--- src/rtl/lsu_pkg.sv ---
// Shared types and constants for the load/store unit.
// Provides FSM states, funct3 access codes and access-size decoding.
package lsu_pkg;

    typedef enum logic [1:0] {
        IDLE,
        REQ,
        WAIT_RSP,
        DONE
    } state_e;

    localparam logic [2:0] F3_B  = 3'b000;
    localparam logic [2:0] F3_H  = 3'b001;
    localparam logic [2:0] F3_W  = 3'b010;
    localparam logic [2:0] F3_BU = 3'b100;
    localparam logic [2:0] F3_HU = 3'b101;

    typedef enum logic [1:0] {
        SZ_B,
        SZ_H,
        SZ_W
    } size_e;

    // Any code that is not an explicit byte/half access is a word access.
    function automatic size_e f3_size(input logic [2:0] f3);
        size_e sz;
        case (f3)
            F3_B, F3_BU: sz = SZ_B;
            F3_H, F3_HU: sz = SZ_H;
            default:     sz = SZ_W;
        endcase
        return sz;
    endfunction

endpackage

--- src/rtl/lsu_align.sv ---
// Combinational lane logic: byte enables, store replication,
// misalignment detection and load extraction/extension.
// Ports: req_f3_i/req_off_i/wdata_i (request side) -> be_o, wdata_o,
//        misaligned_o; rsp_f3_i/rsp_off_i/rdata_i (response side) -> rdata_o.
module lsu_align
    import lsu_pkg::*;
(
    input  logic [2:0]  req_f3_i,
    input  logic [1:0]  req_off_i,
    input  logic [31:0] wdata_i,
    input  logic [2:0]  rsp_f3_i,
    input  logic [1:0]  rsp_off_i,
    input  logic [31:0] rdata_i,
    output logic [3:0]  be_o,
    output logic [31:0] wdata_o,
    output logic        misaligned_o,
    output logic [31:0] rdata_o
);

    size_e       qsz;
    size_e       rsz;
    logic        sext;
    logic [7:0]  bsel;
    logic [15:0] hsel;

    assign qsz  = f3_size(req_f3_i);
    assign rsz  = f3_size(rsp_f3_i);
    // funct3[2] marks the unsigned load variants.
    assign sext = ~rsp_f3_i[2];
    assign bsel = rdata_i[{rsp_off_i, 3'b000} +: 8];
    assign hsel = rdata_i[{rsp_off_i[1], 4'b0000} +: 16];

    always_comb begin
        be_o         = 4'b1111;
        wdata_o      = wdata_i;
        misaligned_o = |req_off_i;
        case (qsz)
            SZ_B: begin
                be_o         = 4'b0001 << req_off_i;
                wdata_o      = {4{wdata_i[7:0]}};
                misaligned_o = 1'b0;
            end
            SZ_H: begin
                be_o         = 4'b0011 << req_off_i;
                wdata_o      = {2{wdata_i[15:0]}};
                misaligned_o = req_off_i[0];
            end
            default: begin
                be_o         = 4'b1111;
                wdata_o      = wdata_i;
                misaligned_o = |req_off_i;
            end
        endcase
    end

    always_comb begin
        rdata_o = rdata_i;
        case (rsz)
            SZ_B:    rdata_o = {{24{sext & bsel[7]}}, bsel};
            SZ_H:    rdata_o = {{16{sext & hsel[15]}}, hsel};
            default: rdata_o = rdata_i;
        endcase
    end

endmodule

--- src/rtl/load_store_unit.sv ---
// MEM-stage load/store unit: req/gnt/rvalid data-memory handshake,
// pipeline stall, byte lanes and load extension.
// Ports: mem_read/mem_write/funct3/aluresult/wdata from the pipeline;
//        stall/rdata/rdata_valid/misaligned back to it; mem_* to memory.
module load_store_unit
    import lsu_pkg::*;
#(
    parameter int WIDTH = 32
) (
    input  logic             clk,
    input  logic             rst_n,
    input  logic             mem_read,
    input  logic             mem_write,
    input  logic [2:0]       funct3,
    input  logic [WIDTH-1:0] aluresult,
    input  logic [WIDTH-1:0] wdata,
    output logic             stall,
    output logic [WIDTH-1:0] rdata,
    output logic             rdata_valid,
    output logic             misaligned,
    output logic             mem_req,
    output logic             mem_we,
    output logic [WIDTH-1:0] mem_addr,
    output logic [3:0]       mem_be,
    output logic [WIDTH-1:0] mem_wdata,
    input  logic             mem_gnt,
    input  logic             mem_rvalid,
    input  logic [WIDTH-1:0] mem_rdata
);

    state_e           state_q;
    state_e           state_d;
    logic [WIDTH-1:0] addr_q;
    logic [1:0]       off_q;
    logic [3:0]       be_q;
    logic [WIDTH-1:0] wdata_q;
    logic             we_q;
    logic [2:0]       f3_q;
    logic [WIDTH-1:0] rdata_q;

    logic             launch;
    logic             capture;
    logic             mis;
    logic [3:0]       be_n;
    logic [WIDTH-1:0] wdata_n;
    logic [WIDTH-1:0] rext;

    lsu_align u_align (
        .req_f3_i     (funct3),
        .req_off_i    (aluresult[1:0]),
        .wdata_i      (wdata),
        .rsp_f3_i     (f3_q),
        .rsp_off_i    (off_q),
        .rdata_i      (mem_rdata),
        .be_o         (be_n),
        .wdata_o      (wdata_n),
        .misaligned_o (mis),
        .rdata_o      (rext)
    );

    always_comb begin
        state_d    = state_q;
        stall      = 1'b0;
        misaligned = 1'b0;
        launch     = 1'b0;
        capture    = 1'b0;
        unique case (state_q)
            IDLE: begin
                if (mem_read | mem_write) begin
                    if (mis) begin
                        misaligned = 1'b1;
                    end else begin
                        launch  = 1'b1;
                        stall   = 1'b1;
                        state_d = REQ;
                    end
                end
            end
            REQ: begin
                stall = 1'b1;
                if (mem_gnt) begin
                    state_d = we_q ? DONE : WAIT_RSP;
                end
            end
            WAIT_RSP: begin
                stall = 1'b1;
                if (mem_rvalid) begin
                    capture = 1'b1;
                    state_d = DONE;
                end
            end
            // The pipeline advances out of DONE, so a still-asserted
            // request seen here belongs to the finished instruction.
            DONE: begin
                state_d = IDLE;
            end
        endcase
    end

    always_ff @(posedge clk or negedge rst_n) begin
        if (!rst_n) begin
            state_q <= IDLE;
            addr_q  <= '0;
            off_q   <= '0;
            be_q    <= '0;
            wdata_q <= '0;
            we_q    <= 1'b0;
            f3_q    <= '0;
            rdata_q <= '0;
        end else begin
            state_q <= state_d;
            if (launch) begin
                addr_q  <= {aluresult[WIDTH-1:2], 2'b00};
                off_q   <= aluresult[1:0];
                be_q    <= be_n;
                wdata_q <= wdata_n;
                we_q    <= mem_write;
                f3_q    <= funct3;
            end
            if (capture) begin
                rdata_q <= rext;
            end
        end
    end

    assign mem_req     = (state_q == REQ);
    assign mem_we      = we_q;
    assign mem_addr    = addr_q;
    assign mem_be      = be_q;
    assign mem_wdata   = wdata_q;
    assign rdata       = rdata_q;
    assign rdata_valid = (state_q == DONE) & ~we_q;

endmodule

--- config.mk ---
export PLATFORM = sky130hd
export DESIGN_NAME = load_store_unit
export DESIGN_NICKNAME = d
export VERILOG_FILES = /design/src/rtl/lsu_pkg.sv /design/src/rtl/lsu_align.sv /design/src/rtl/load_store_unit.sv
export SDC_FILE = /design/constraint.sdc
export NUM_CORES = 1
export LEC_CHECK = 0
export ABC_AREA = 1
export CORE_MARGIN = 2
export CORE_UTILIZATION = 45
export DETAILED_ROUTE_END_ITERATION = 8
export MAX_ROUTING_LAYER = met4
export PLACE_DENSITY_LB_ADDON = 0.15
export SLEW_MARGIN = 30
export SYNTH_ARGS = -nofsm -noshare
export SYNTH_HDL_FRONTEND = slang
export SYNTH_HIERARCHICAL = 1
export SYNTH_SLANG_ARGS = --single-unit
--- constraint.sdc ---
create_clock -name clk -period 2.9 [get_ports clk]
set_input_delay 0.435 -clock clk [delete_from_list [all_inputs] [get_ports clk]]
set_output_delay 0.435 -clock clk [all_outputs]
set_load 0.01 [all_outputs]
Power grid:
(4 px per um) Pins as bars on the die edge. Tap cells in gray.
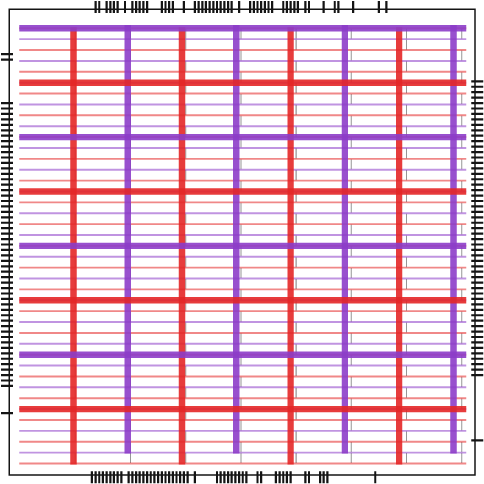
- purple: VDD
- red: VSS
- met1 rails: 41
- met4 straps: 8
- tap cells: 168
- rows: 40

Cell classes on the final placement:
(4 px per um) Fill, decap, tap and diode cells in gray.
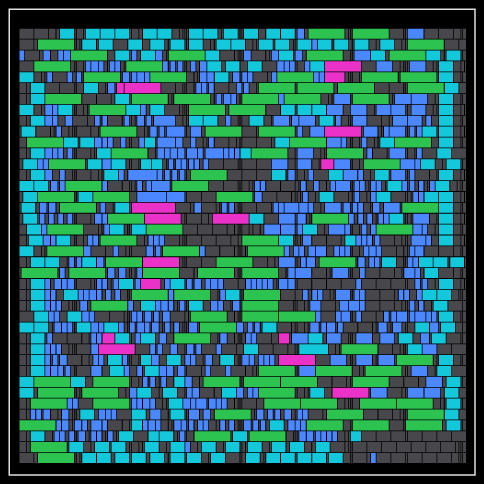
- cyan: other buffers and delay cells (cells 217; share of their area 28%)
- blue: combinational and other logic (cells 516; share of their area 34%)
- green: flops (cells 106; share of their area 34%)
- magenta: clock drivers and dummy loads (cells 16; share of their area 4.0%)

Routed clock nets over the placement:
(3 px per um)
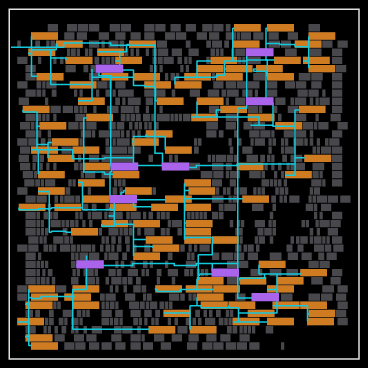
- orange: flip-flops (count 106)
- cyan: clock wires (length 1290 um)
- purple: clock drivers (count 9)
- flops lie: spread over the die
clock latency on the worst-skew pair: 0.35 ns
clock share of power: 16.0%

==> run summary <==
run metrics: status finished clean, mean post-synth cell area 8.44 sq um, Post-CTS Setup Bufs 0, fraction of the yosys area taken by sequential cells 46.9%, clk sinks 106, kind of cell adding the most delay to the critical path buffers and inverters, Worst Path Max Fanout 3, category of the critical setup timing path input pin to output pin, Register Area approximately 2700 sq um, largest net degree at the start of global routing ~74, die width approximately 120 um, Port-buffer cells 207, CP Capture Type output pin, root cell of the clock tree sky130_fd_sc_hd__clkbuf_16, global-route wire length before repair approximately 25000 um, final weighted congestion of routability-driven global placement 0.878, Period minus WS final between 2 and 3 ns, least setup slack across all paths after layout 0.298 ns, routed via count 5173, post-route non-filler standard cell count between 1000 and 1500, number of rows in the core area approximately 40, clock-pin slew on the worst setup and hold paths 0.07 ns, worst-path cell chain clkdlybuf4s50_1, a21oi_1, nor2_1, buf_4, nor2_8, nand2_8, a21oi_1, clkdlybuf4s50_1, buffers and inverters on the worst path 3, Relative slew margins 46.5%, Remaining Overflow, GRT 0, Total Negative Setup Slacks 0 ns
Metal layers overlaid:
(4 px per um)
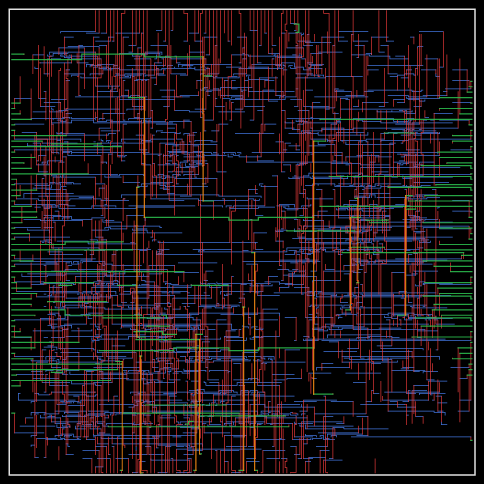
- green: metal 3 (wire length 1350 um)
- orange: metal 4 (wire length 455 um)
- blue: metal 1 (wire length 6770 um)
- red: metal 2 (wire length 7510 um)

Routing congestion:
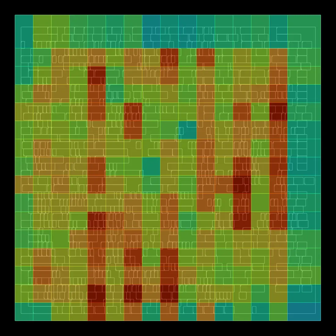
met3 track demand over resource in global routing: 5.97%
total track usage: 25.2%
met2 track demand over resource in global routing: 38.5%

routing by layer:
metal	track usage (%)	wire length (um)
met4	10.3	454
met3	5.97	1350
met1	32.5	6770
met5	-	0
met2	38.5	7510
kinds of logic (layout without fill, tap and decap cells):
kind of cell	after synthesis	count (layout)	share of synthesized area, %
other	1	3	0.0663
multiplexers	32	32	6.37
AND-OR/OR-AND	29	29	3.16
adder cells (fa/ha/maj)	6	6	1.33
flip-flops	106	106	46.9
buffers and inverters	71	255	8.01
AND/OR/NAND/NOR	425	425	34.1
final cells by class:
type | count | share of cell area (%)
sequential | 106 | 33.2
multi-input combinational | 494 | 32.0
timing repair buffer | 217 | 27.0
clock buffer | 11 | 3.17
tap | 168 | 2.63
inverter | 22 | 1.13
clock inverter | 5 | 0.753
antenna | 1 | 0.0314
final timing paths:
path	startpoint	to	slack [ns]	cells past startpoint
min reg2reg	mem_wdata[6]	mem_wdata[6]	0.47	2
max in group asynchronous	rst_n	mem_addr[15]	2.05	2
max reg2reg	state_q[0]	state_q[1]	0.82	8
min in group clk	mem_wdata[6]	mem_wdata[6]	0.47	2
max	aluresult[0]	stall	0.30	8
min	rst_n	mem_addr[30]	0.10	1
registers in the layout (all words and copies together), names as in the netlist:
register	count
mem_wdata	32
rdata	32
mem_addr	30
mem_be	4
f3_q	3
off_q	2
state_q	2
mem_we	1
power breakdown:
group	switching, mW	internal [mW]	total, mW
sequential	0.458	2.16	2.62
combinational	2.02	2.04	4.06
clock	0.555	0.722	1.28
cells in the mapped netlist, types with 4 or more instances:
master                     instances  share of area (%)
sky130_fd_sc_hd__ha_1              6                1.3
sky130_fd_sc_hd__mux2_2           32                6.4
sky130_fd_sc_hd__o211ai_1         10                1.3
sky130_fd_sc_hd__buf_6            12                2.4
sky130_fd_sc_hd__nand3_1          87                7.7
sky130_fd_sc_hd__nand2_2           5               0.55
sky130_fd_sc_hd__dfrtp_1         106                 47
sky130_fd_sc_hd__buf_4            12                1.6
sky130_fd_sc_hd__nand2_1         288                 19
sky130_fd_sc_hd__inv_1            19                1.3
sky130_fd_sc_hd__nor2_1            8               0.53
sky130_fd_sc_hd__o21ai_0          12                1.1
sky130_fd_sc_hd__nand3_2          21                3.7
sky130_fd_sc_hd__clkbuf_1          6               0.40
sky130_fd_sc_hd__or2_1             4               0.44
sky130_fd_sc_hd__buf_2            17                1.5
cells in the final DEF (no fill, tap or decap), types with 9 or more instances in the layout:
cell type / Yosys / routed
sky130_fd_sc_hd__o211ai_1: 10 / 10
sky130_fd_sc_hd__clkbuf_16: 0 / 9
sky130_fd_sc_hd__nand3_2: 21 / 21
sky130_fd_sc_hd__nand2_1: 288 / 288
sky130_fd_sc_hd__inv_1: 19 / 19
sky130_fd_sc_hd__buf_4: 12 / 10
sky130_fd_sc_hd__nand3_1: 87 / 87
sky130_fd_sc_hd__clkdlybuf4s50_1: 0 / 206
sky130_fd_sc_hd__o21ai_0: 12 / 12
sky130_fd_sc_hd__mux2_2: 32 / 32
sky130_fd_sc_hd__dfrtp_1: 106 / 106
Power and IR drop assume default switching activity.
